--- config.mk ---
export PLATFORM = sky130hd
export DESIGN_NAME = trees_host_sequencer
export DESIGN_NICKNAME = d
export VERILOG_FILES = /design/src/rtl/trees_pkg.sv /design/src/rtl/trees_idx_counter.sv /design/src/rtl/trees_host_sequencer.sv
export SDC_FILE = /design/constraint.sdc
export NUM_CORES = 1
export LEC_CHECK = 0
export CORE_ASPECT_RATIO = 0.6
export CORE_MARGIN = 1
export CORE_UTILIZATION = 40
export CTS_CLUSTER_SIZE = 8
export DETAILED_ROUTE_END_ITERATION = 8
export GPL_ROUTABILITY_DRIVEN = 0
export MAX_ROUTING_LAYER = met4
export PLACE_DENSITY = 0.73
export SLEW_MARGIN = 20
export SYNTH_ARGS = -nofsm -noshare
export SYNTH_HDL_FRONTEND = slang
export SYNTH_SLANG_ARGS = --single-unit
--- constraint.sdc ---
create_clock -name clk -period 1.95 [get_ports clk]
set_input_delay 0.195 -clock clk [delete_from_list [all_inputs] [get_ports clk]]
set_output_delay 0.195 -clock clk [all_outputs]
set_load 0.005 [all_outputs]
--- src/rtl/trees_pkg.sv ---
// Shared types and width helpers for the random-forest host sequencer.
`default_nettype none

package trees_pkg;

  localparam int FEATS_PER_WORD = 2;

  // Index width for a range of n slots; a single slot still needs one bit.
  function automatic int idx_w(input int n);
    return (n > 1) ? $clog2(n) : 1;
  endfunction

  // Width of a count that must hold the value n itself.
  function automatic int cnt_w(input int n);
    return $clog2(n + 1);
  endfunction

  localparam int TREE_IDX_W  = idx_w(16);
  localparam int NODE_IDX_W  = idx_w(256);
  localparam int FEAT_WORD_W = idx_w(32 / FEATS_PER_WORD);
  localparam int CFG_TREES_W = cnt_w(16);
  localparam int CFG_NODES_W = cnt_w(256);

  typedef enum logic [2:0] {
    ST_IDLE       = 3'd0,
    ST_LOAD_TREES = 3'd1,
    ST_LOAD_FEATS = 3'd2,
    ST_START      = 3'd3,
    ST_WAIT       = 3'd4,
    ST_RESULT     = 3'd5
  } host_seq_state_t;

endpackage

`default_nettype wire

--- src/rtl/trees_idx_counter.sv ---
// Two-level index walker: inner advances fastest, outer steps when inner wraps.
`default_nettype none

module trees_idx_counter #(
  parameter int INNER_W = 1,
  parameter int OUTER_W = 1
) (
  input  logic               clk,
  input  logic               rst_n,
  input  logic               clear,
  input  logic               advance,
  input  logic [INNER_W-1:0] inner_max,
  input  logic [OUTER_W-1:0] outer_max,
  output logic [INNER_W-1:0] inner,
  output logic [OUTER_W-1:0] outer,
  output logic               last_inner,
  output logic               last_outer
);

  assign last_inner = (inner == inner_max);
  assign last_outer = (outer == outer_max);

  always_ff @(posedge clk) begin
    if (!rst_n || clear) begin
      inner <= '0;
      outer <= '0;
    end else if (advance) begin
      if (last_inner) begin
        inner <= '0;
        outer <= last_outer ? '0 : outer + 1'b1;
      end else begin
        inner <= inner + 1'b1;
      end
    end
  end

endmodule

`default_nettype wire

--- src/rtl/trees_host_sequencer.sv ---
// Host-side sequencer: streams trees and features into the engine, starts it,
// and returns the prediction (or an error) on a valid/ready result port.
`default_nettype none

module trees_host_sequencer
  import trees_pkg::*;
#(
  parameter int N_TREES          = 16,
  parameter int N_NODE_AND_LEAFS = 256,
  parameter int N_FEATURE        = 32,
  parameter int TIMEOUT_CYCLES   = 65535
) (
  input  logic                                clk,
  input  logic                                rst_n,
  input  logic                                cmd_start,
  input  logic [cnt_w(N_TREES)-1:0]           cfg_n_trees,
  input  logic [cnt_w(N_NODE_AND_LEAFS)-1:0]  cfg_n_nodes,
  input  logic                                in_valid,
  input  logic [63:0]                         in_data,
  output logic                                in_ready,
  output logic                                load_trees,
  output logic [idx_w(N_TREES)-1:0]           n_tree,
  output logic [idx_w(N_NODE_AND_LEAFS)-1:0]  n_node,
  output logic [63:0]                         tree_nodes,
  output logic                                load_features,
  output logic [31:0]                         n_feature,
  output logic [63:0]                         features2,
  output logic                                start,
  input  logic [31:0]                         prediction,
  input  logic                                done,
  output logic                                res_valid,
  output logic [31:0]                         res_data,
  output logic                                res_err,
  input  logic                                res_ready,
  output logic                                busy
);

  localparam int TREE_W = idx_w(N_TREES);
  localparam int NODE_W = idx_w(N_NODE_AND_LEAFS);
  localparam int FEAT_W = idx_w(N_FEATURE / FEATS_PER_WORD);
  localparam int CFGT_W = cnt_w(N_TREES);
  localparam int CFGN_W = cnt_w(N_NODE_AND_LEAFS);

  localparam logic [CFGT_W-1:0] MAX_TREES    = CFGT_W'(N_TREES);
  localparam logic [CFGN_W-1:0] MAX_NODES    = CFGN_W'(N_NODE_AND_LEAFS);
  localparam logic [FEAT_W-1:0] FEAT_LAST    = FEAT_W'(N_FEATURE / FEATS_PER_WORD - 1);
  localparam logic [31:0]       TIMEOUT_LAST = 32'(TIMEOUT_CYCLES - 1);

  host_seq_state_t state, state_next;

  logic [TREE_W-1:0] trees_last;
  logic [NODE_W-1:0] nodes_last;
  logic [TREE_W-1:0] tree_idx;
  logic [NODE_W-1:0] node_idx;
  logic [FEAT_W-1:0] feat_idx;
  logic              feat_outer_unused;
  logic              tree_last_node, tree_last_tree;
  logic              feat_last_inner, feat_last_outer;
  logic [31:0]       wait_cnt;

  logic idle, accept, tree_adv, feat_adv, cfg_bad, timeout_hit;

  assign idle     = (state == ST_IDLE);
  assign busy     = !idle;
  assign in_ready = (state == ST_LOAD_TREES) || (state == ST_LOAD_FEATS);
  assign accept   = in_valid && in_ready;
  assign tree_adv = accept && (state == ST_LOAD_TREES);
  assign feat_adv = accept && (state == ST_LOAD_FEATS);

  assign cfg_bad = (cfg_n_trees > MAX_TREES) ||
                   ((cfg_n_trees != '0) && ((cfg_n_nodes == '0) || (cfg_n_nodes > MAX_NODES)));

  assign timeout_hit = (TIMEOUT_CYCLES != 0) && (wait_cnt == TIMEOUT_LAST);

  trees_idx_counter #(
    .INNER_W (NODE_W),
    .OUTER_W (TREE_W)
  ) u_tree_walk (
    .clk        (clk),
    .rst_n      (rst_n),
    .clear      (idle),
    .advance    (tree_adv),
    .inner_max  (nodes_last),
    .outer_max  (trees_last),
    .inner      (node_idx),
    .outer      (tree_idx),
    .last_inner (tree_last_node),
    .last_outer (tree_last_tree)
  );

  // Feature walk is a single row: outer limit of one.
  trees_idx_counter #(
    .INNER_W (FEAT_W),
    .OUTER_W (1)
  ) u_feat_walk (
    .clk        (clk),
    .rst_n      (rst_n),
    .clear      (idle),
    .advance    (feat_adv),
    .inner_max  (FEAT_LAST),
    .outer_max  (1'b0),
    .inner      (feat_idx),
    .outer      (feat_outer_unused),
    .last_inner (feat_last_inner),
    .last_outer (feat_last_outer)
  );

  always_ff @(posedge clk) begin
    if (!rst_n) state <= ST_IDLE;
    else        state <= state_next;
  end

  always_comb begin
    state_next = state;
    case (state)
      ST_IDLE: begin
        if (cmd_start) begin
          if (cfg_bad)                 state_next = ST_RESULT;
          else if (cfg_n_trees == '0)  state_next = ST_LOAD_FEATS;
          else                         state_next = ST_LOAD_TREES;
        end
      end
      ST_LOAD_TREES: if (tree_adv && tree_last_node && tree_last_tree) state_next = ST_LOAD_FEATS;
      ST_LOAD_FEATS: if (feat_adv && feat_last_inner && feat_last_outer) state_next = ST_START;
      ST_START:      state_next = ST_WAIT;
      ST_WAIT:       if (done || timeout_hit) state_next = ST_RESULT;
      ST_RESULT:     if (res_valid && res_ready) state_next = ST_IDLE;
      default:       state_next = ST_IDLE;
    endcase
  end

  always_ff @(posedge clk) begin
    if (!rst_n) begin
      load_trees    <= 1'b0;
      n_tree        <= '0;
      n_node        <= '0;
      tree_nodes    <= '0;
      load_features <= 1'b0;
      n_feature     <= '0;
      features2     <= '0;
      start         <= 1'b0;
      res_valid     <= 1'b0;
      res_data      <= '0;
      res_err       <= 1'b0;
      trees_last    <= '0;
      nodes_last    <= '0;
      wait_cnt      <= '0;
    end else begin
      load_trees    <= tree_adv;
      load_features <= feat_adv;
      start         <= (state == ST_START);
      wait_cnt      <= (state == ST_WAIT) ? wait_cnt + 32'd1 : 32'd0;

      if (idle && cmd_start) begin
        trees_last <= TREE_W'(cfg_n_trees - 1'b1);
        nodes_last <= NODE_W'(cfg_n_nodes - 1'b1);
      end

      if (tree_adv) begin
        n_tree     <= tree_idx;
        n_node     <= node_idx;
        tree_nodes <= in_data;
      end

      if (feat_adv) begin
        n_feature <= 32'({feat_idx, 1'b0});
        features2 <= in_data;
      end

      if (idle && cmd_start && cfg_bad) begin
        res_valid <= 1'b1;
        res_err   <= 1'b1;
        res_data  <= '0;
      end else if ((state == ST_WAIT) && done) begin
        res_valid <= 1'b1;
        res_err   <= 1'b0;
        res_data  <= prediction;
      end else if ((state == ST_WAIT) && timeout_hit) begin
        res_valid <= 1'b1;
        res_err   <= 1'b1;
        res_data  <= '0;
      end else if (res_valid && res_ready) begin
        res_valid <= 1'b0;
      end
    end
  end

endmodule

`default_nettype wire

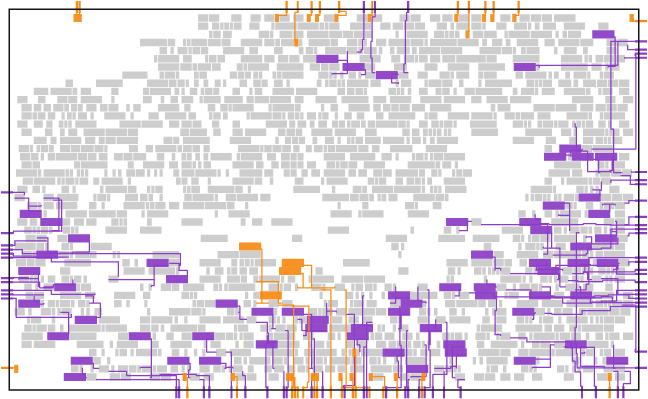
(run_1/port_nets.png)
(3 px per µm)
Key: tree_nodes = purple [bits 64, direction output, end cells 64, wire 2210 µm]; n_feature = orange [bits 32, direction output, end cells 32, wire 330 µm]
I/O Pins: 327
Port Buffers: 298

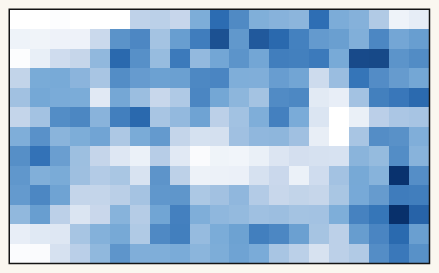
(run_1/wire_density.png)
(2 px per µm) 21 x 13 tiles, from white (low) to dark blue (high), scaled to the fullest tile. Values are wire area over tile area, all layers added.
The fullest tile reaches 0.44. 3.7% of the tiles are nearly empty. 38% of the tiles are over half the peak. The mean over all tiles is 0.19.
total number of vias: 9348
Post-Route WL: 31000 µm

==> results_dict.tcl, run 1 <==
# metrics dict for downstream scripts
set metrics [dict create \
    numSynthFlops 244 \
    tool_warnings 30 \
    wl_per_cell_um 16.6 \
    power_mw 15.1 \
    drtAntennaViolNets 0 \
    synth_seq_share_pct 47.3 \
    postSynthAreaPerCell_um2 8.61 \
    antenna_found_initial 1 \
    finish.utilization_pct 59.9 \
    ctsHoldBuffers 0 \
    grt_pass1_wl_um 48400 \
    htreeDepth 2 \
    ff2ff_path_depth 8 \
    cts_tree "built" \
    pre_cts_slack_ns -0.501 \
    fp_util_pct 40.8 \
    cts_buffers 36 \
    syn-cell-area_um2 10300 \
    r2r_start "wait_cnt[0]" \
    status "complete, but fails checks" \
    cts-root-buf "clkbuf_16" \
    violations "setup timing" \
    fin_crit_ns 2.01 \
    p_switching_mw 4.31 \
    syn_inst 1199 \
    via_per_inst 5.02 \
    critPathKind "reg -> reg" \
    dp_hpwl_um 21200 \
    ir_worst_vdd_v 0.000687 \
    arrival_ns 2.40 \
    whs_path_depth 2 \
    regArea_um2 4890 \
    ys_warn_count 0 \
    regToRegSetupSlack_ns -0.06 \
    regToRegEndpoint "res_data[19]" \
    clk_path_buf_depth 3 \
    setup_tns_ns -1.28 \
    endpoint_kind "register" \
    clk_latency_ns 0.51 \
    pwr-share-seq_pct 38.2 \
    post-route-period-util_pct 103 \
    p_comb_share_pct 24.4 \
    path_clk_slew_ns 0.05 \
    rows 45 \
    num-nets-final 1655 \
    ys_async_sr_fraction_pct 0 \
    rsz0062_at_grt "yes" \
    route.detailed.drc 0 \
    dieWidth_um 209 \
    setup_viol 33 \
    worstPathRequired_ns 2.34 \
    edf_count 0 \
    skew_ns 0.0166 \
    top_cell_area_share_pct 47.3 \
    fmax_ghz 0.497 \
    die_y_um 126 \
    grt_max_degree 98 \
    crit_fanout 8 \
    largest_area_cell "dfxtp_1" \
    internal_power_mw 10.8 \
    slew_headroom_pct 63.7 \
    die_area_um2 26500 \
    yosys_area_um2 10300 \
    tightest_slew_ns 0.544 \
    fin_ws_ns -0.0615 \
    core-area_um2 25300 \
    min-delay-start "rst_n" \
    power_density_nw_per_um2 998 \
    combGateArea_um2 5020 \
    leakage_nw 5.50 \
    common_cells "nand2_1 (357), dfxtp_1 (244), a21boi_0 (145), clkbuf_1 (63), nor2_1 (60)" \
    cts.sinks 244 \
    fillCellCount 2171 \
    yosysMostFrequentCell "nand2_1" \
    synthFlopType "dfxtp_1" \
    topCellsByArea "dfxtp_1 (47%), nand2_1 (13%), a21boi_0 (11%), o211ai_2 (3.6%), xor2_1 (3.6%)" \
    grt_pass1_vias 8984 \
    finalHoldViolations 0 \
    finalMaxSlewViolations 0 \
    grt-ovfl-total 0 \
    pwr-share-clk_pct 37.4 \
    min_to "res_valid" \
    cap_violations 0 \
    synthToLayoutAreaGrowth_pct 46.7 \
    drive_above_1_share_pct 11.7 \
    first_iter_violations 572 \
    firstDrtPassIters 4 \
    switching_share_pct 28.5 \
    ys_cells 1199 \
    start_kind "register" \
    min_path_type "in -> reg" \
    ys_types 51 \
]
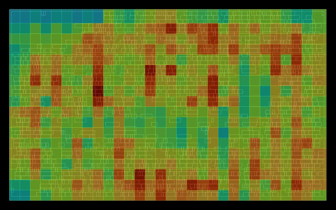
(run_1/final_congestion.png)
grt peak-use layer: met2
GR Util All Layers: 23.5%
met3 usage: 6.78%

==> run 1: flip-flops by register name, indices dropped and copies added, names as in the netlist, 8 cells and up <==
| register | count |
|---|---|
| u_tree_walk.inner | 8 |
| tree_nodes | 64 |
| n_node | 8 |
| features2 | 64 |
| nodes_last | 8 |
| wait_cnt | 32 |
| res_data | 32 |
==> run 1: power groups by stage <==
stage | clock (mW) | combinational (mW) | sequential (mW)
after floorplan | 0 | 1.74 | 5.86
after global placement | 0 | 3.60 | 5.84
after detailed placement | 0 | 3.65 | 5.86
after CTS | 5.80 | 3.67 | 5.77
after global routing | 6.03 | 4.02 | 5.82
final | 5.66 | 3.69 | 5.77
==> run 1: cells by family after synthesis <==
group / after synthesis / synth area share (%)
other: 1 / 0.0363
multiplexers: 2 / 0.194
flip-flops: 244 / 47.3
buffers and inverters: 119 / 6.00
AND/OR/NAND/NOR: 521 / 22.0
XOR/XNOR: 57 / 4.84
AND-OR/OR-AND: 247 / 18.6
adder cells (fa/ha/maj): 8 / 0.970
==> run 1: per-stage QoR <==
step	std cells	hold WS (ns)	instance area, µm²
2_1_floorplan	1226	0.328	10400
3_5_place_dp	1817	0.456	14000
4_1_cts	1858	0.142	15000
6_report	1863	0.150	15100
5_1_grt	1863	0.169	15100
3_3_place_gp	1817	0.448	14000
==> run 1: placed cells by master, fill, tap and decap left out, types with 5 or more instances in the layout <==
cell,instances
nand2_1,356
clkdlybuf4s50_1,295
dfxtp_1,242
a21boi_0,145
buf_4,65
nor2_1,60
xor2_1,42
clkbuf_16,41
a21oi_1,37
o211ai_2,30
conb_1,28
nand3_1,22
nand4_1,15
xnor2_1,15
o211a_1,12
buf_12,11
and3_1,10
and2_1,10
inv_1,7
and4_1,7
ha_1,7
nor3_1,6
o21ai_0,5
a21oi_2,5
==> run 1: worst max path at each step <==
stage	start	slack, ns	endpoint
global placement	cfg_n_nodes[0]	-0.45	res_data[23]
finish	wait_cnt[0]	-0.06	res_data[19]
floorplan	wait_cnt[0]	0.07	res_data[0]
CTS	wait_cnt[0]	-0.06	res_data[18]
detailed placement	cfg_n_nodes[0]	-0.50	res_data[19]
global route	wait_cnt[0]	-0.16	res_data[17]
==> run 1: critical path: stages, from the launching register on <==
cell	delay (ns)
dfxtp_2	0.32
inv_2	0.06
ha_4	0.12
nor4b_4	0.18
nand3_2	0.10
or4_4	0.66
clkbuf_16	0.22
o211ai_2	0.15
a21oi_2	0.07
==> run 1: timing repair <==
action,CTS,global route
endpoints found under the setup margin,35,35
gates cloned,1,3
pin swaps,2,29
buffers inserted,0,1
gates resized,11,14
==> run 1: per-layer routing <==
metal / up-vias / wire length [µm] / track usage [%]
li1: 4604 / - / -
met1: 4428 / 14600 / 30.5
met2: 268 / 13600 / 36.1
met3: 48 / 2400 / 6.78
met4: 0 / 410 / 5.15
met5: - / 0 / -
==> run 1: layout make-up <==
| type | instances | area share (%) |
|---|---|---|
| Multi-Input combinational cell | 863 | 33.2 |
| Inverter | 8 | 0.198 |
| Tap cell | 329 | 2.72 |
| Clock inverter | 2 | 0.306 |
| Timing Repair Buffer | 378 | 25.0 |
| Clock buffer | 38 | 6.28 |
| Sequential cell | 244 | 32.3 |
| Antenna cell | 1 | 0.0165 |
==> run_1/gate_families.png <==
(2 px per µm)
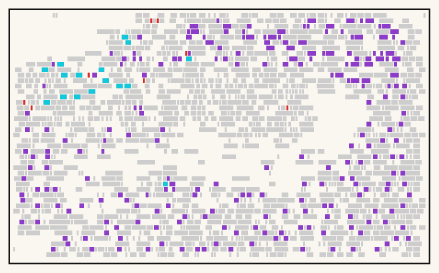

==> run 2, diff against run 1 <==
--- a/config.mk
+++ b/config.mk
@@ -5,9 +5,11 @@
 export SDC_FILE = /design/constraint.sdc
 export NUM_CORES = 1
 export LEC_CHECK = 0
+export CAP_MARGIN = 20
 export CORE_ASPECT_RATIO = 0.6
 export CORE_MARGIN = 1
 export CORE_UTILIZATION = 40
+export CTS_CLUSTER_DIAMETER = 40
 export CTS_CLUSTER_SIZE = 8
 export DETAILED_ROUTE_END_ITERATION = 8
 export GPL_ROUTABILITY_DRIVEN = 0
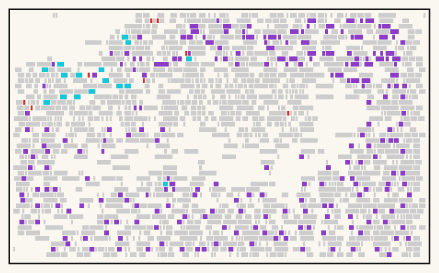
(run_2/gate_families.png)
(2 px per µm)
Key: inverters = red [cells 8]; inverting AOI/OAI gates = purple [cells 231, where all over the die]; AND-OR and OR-AND gates = cyan [cells 16, where north-west]
fin cells: 1868
Commonest Layout Cell: nand2_1

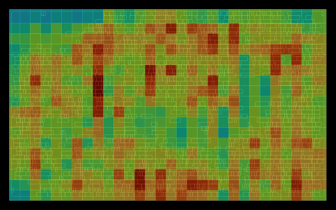
(run_2/final_congestion.png)
GR Util All Layers: 23.5%
met2 Track Usage GR: 35.7%
met3 usage: 6.68%

==> run 2 against run 1 <==
Effect of this change:
- the run still ends with setup timing left
- die area unchanged
- critical path type unchanged
- total power up 1.5%
- utilization up 0.23 points
- global-route usage about the same
- clock-buffer cell count up 4
==> results_dict.tcl, run 2 <==
# metrics dict for downstream scripts
set metrics [dict create \
    crit_chain "inv_2 > ha_4 > nor4b_4 > nand3_2 > or4_4 > buf_12 > o211ai_1 > a21oi_1" \
    fin_crit_ns 2.00 \
    grt-ovfl-total 0 \
    finish.utilization_pct 60.1 \
    rsz0062_at_grt "yes" \
    die_area_um2 26500 \
    first_iter_violations 524 \
    critPathKind "reg -> reg" \
    largest_area_cell "dfxtp_1" \
    firstDrtPassIters 5 \
    regToRegSetupSlack_ns -0.05 \
    io_pins 327 \
    layout_top_cells "nand2_1 (356), clkdlybuf4s50_1 (295), dfxtp_1 (242)" \
    ctsHoldBuffers 0 \
    cts-root-buf "clkbuf_16" \
    dp_hpwl_um 21200 \
    numSynthFlops 244 \
    grt_max_degree 98 \
    synthFlopType "dfxtp_1" \
    synth_seq_share_pct 47.3 \
    crit_fanout 5 \
    totalWireLength_um 30700 \
    endpoint_kind "register" \
    cp-startpoint "wait_cnt[0]" \
    fillCellCount 2170 \
    critPathMaxStageDelay_ns 0.65 \
    ir_worst_vdd_v 0.000554 \
    min_path_type "in -> reg" \
    edf_count 0 \
    fmax_ghz 0.500 \
    yosysMostFrequentCell "nand2_1" \
    arrival_ns 2.39 \
    status "complete, but fails checks" \
    ys_async_sr_fraction_pct 0 \
    finalHoldViolations 0 \
    reg_top3 "features2 x64, tree_nodes x64" \
    ys_cells 1199 \
    finalMaxSlewViolations 0 \
    rows 45 \
    fin_ws_ns -0.0511 \
    yosys_area_um2 10300 \
    clk_path_buf_depth 3 \
    num-nets-final 1656 \
    tool_warnings 30 \
    r2r_start "wait_cnt[0]" \
    dieWidth_um 209 \
    post-route-period-util_pct 103 \
    worstPathRequired_ns 2.34 \
    grt_pass1_wl_um 48400 \
    cts.sinks 244 \
    wl_per_cell_um 16.4 \
    whs_ns 0.153 \
    common_cells "nand2_1 (357), dfxtp_1 (244), a21boi_0 (145), clkbuf_1 (63), nor2_1 (60)" \
    cts_tree "built" \
    violations "setup timing" \
    postSynthAreaPerCell_um2 8.61 \
    vias 9352 \
    dp.cells 1817 \
    leakage_nw 5.53 \
    synthToLayoutAreaGrowth_pct 47.3 \
    whs_path_depth 2 \
    drtAntennaViolNets 0 \
    route.detailed.drc 0 \
    setup_viol 32 \
    grt_pass1_vias 9000 \
]
run 2: cell counts after synthesis:
No cell type changed its count.
run 2: worst max-delay path, delay by kind of cell (launching register included):
family	cells	cell delay, ns
AND-OR/OR-AND	2	0.26
adder cells (fa/ha/maj)	1	0.11
buffers and inverters	2	0.25
flip-flops	1	0.32
AND/OR/NAND/NOR	3	0.94
run 2: final cells by class:
cell class              instances  area, µm²  share of cell area [%]
multi-input cells             863       5040                    33.2
clock inverters                 3       43.8                   0.288
well taps                     329        412                    2.71
diodes                          1       2.50                  0.0165
clock buffers                  42       1010                    6.63
repair buffers                378       3780                    24.8
flip-flops and latches        244       4890                    32.2
inverters                       8       30.0                   0.198
run 2: repair_timing:
item / 4_1_cts / 5_1_grt
setup endpoints to repair: 35 / 36
resized: 20 / 9
buffers inserted: 2 / 0
pin swaps: 24 / 5
gates cloned: 3 / 0
run 2: kinds of logic after synthesis:
group	count (synthesis)	synth area share [%]
buffers and inverters	119	6.00
adders and majority gates	8	0.970
DFF	244	47.3
xor gates and xnor gates	57	4.84
other	1	0.0363
AOI/OAI and AO/OA	247	18.6
and+or+nand+nor	521	22.0
muxes	2	0.194
run 2: worst min path at each step:
stage                     end  slack, ns
2_1_floorplan    res_data[17]       0.33
3_3_place_gp   tree_nodes[62]       0.45
3_5_place_dp   tree_nodes[16]       0.46
4_1_cts             res_valid       0.13
5_1_grt             res_valid       0.17
6_report            res_valid       0.15
run 2: layer usage:
| metal | part of all wire [%] | track usage (%) | vias to the layer above | routed length, µm |
|---|---|---|---|---|
| li1 | - | - | 4602 | - |
| met1 | 47 | 30.4 | 4431 | 14500 |
| met2 | 44 | 35.7 | 261 | 13400 |
| met3 | 7.2 | 6.68 | 58 | 2220 |
| met4 | 2.2 | 6.53 | 0 | 664 |
| met5 | 0 | - | - | 0 |
run 2: per-stage QoR:
step / worst slack (ns) / area, µm² / setup TNS (ns)
floorplan: 0.0679 / 10400 / 0
global placement: -0.447 / 14000 / -15.39
detailed placement: -0.501 / 14000 / -16.89
CTS: -0.0562 / 15100 / -0.919
global route: -0.136 / 15200 / -3.81
finish: -0.0511 / 15200 / -0.816
run 2: where the power goes:
| group | total, mW | switching, mW | leakage (nW) | internal (mW) |
|---|---|---|---|---|
| Sequential | 5.77 | 0.291 | 1.97 | 5.48 |
| Combinational | 3.70 | 1.91 | 3.03 | 1.79 |
| Clock | 5.87 | 2.16 | 0.519 | 3.72 |
| Total | 15.3 | 4.35 | 5.53 | 11.0 |
Power and IR drop assume default switching activity.
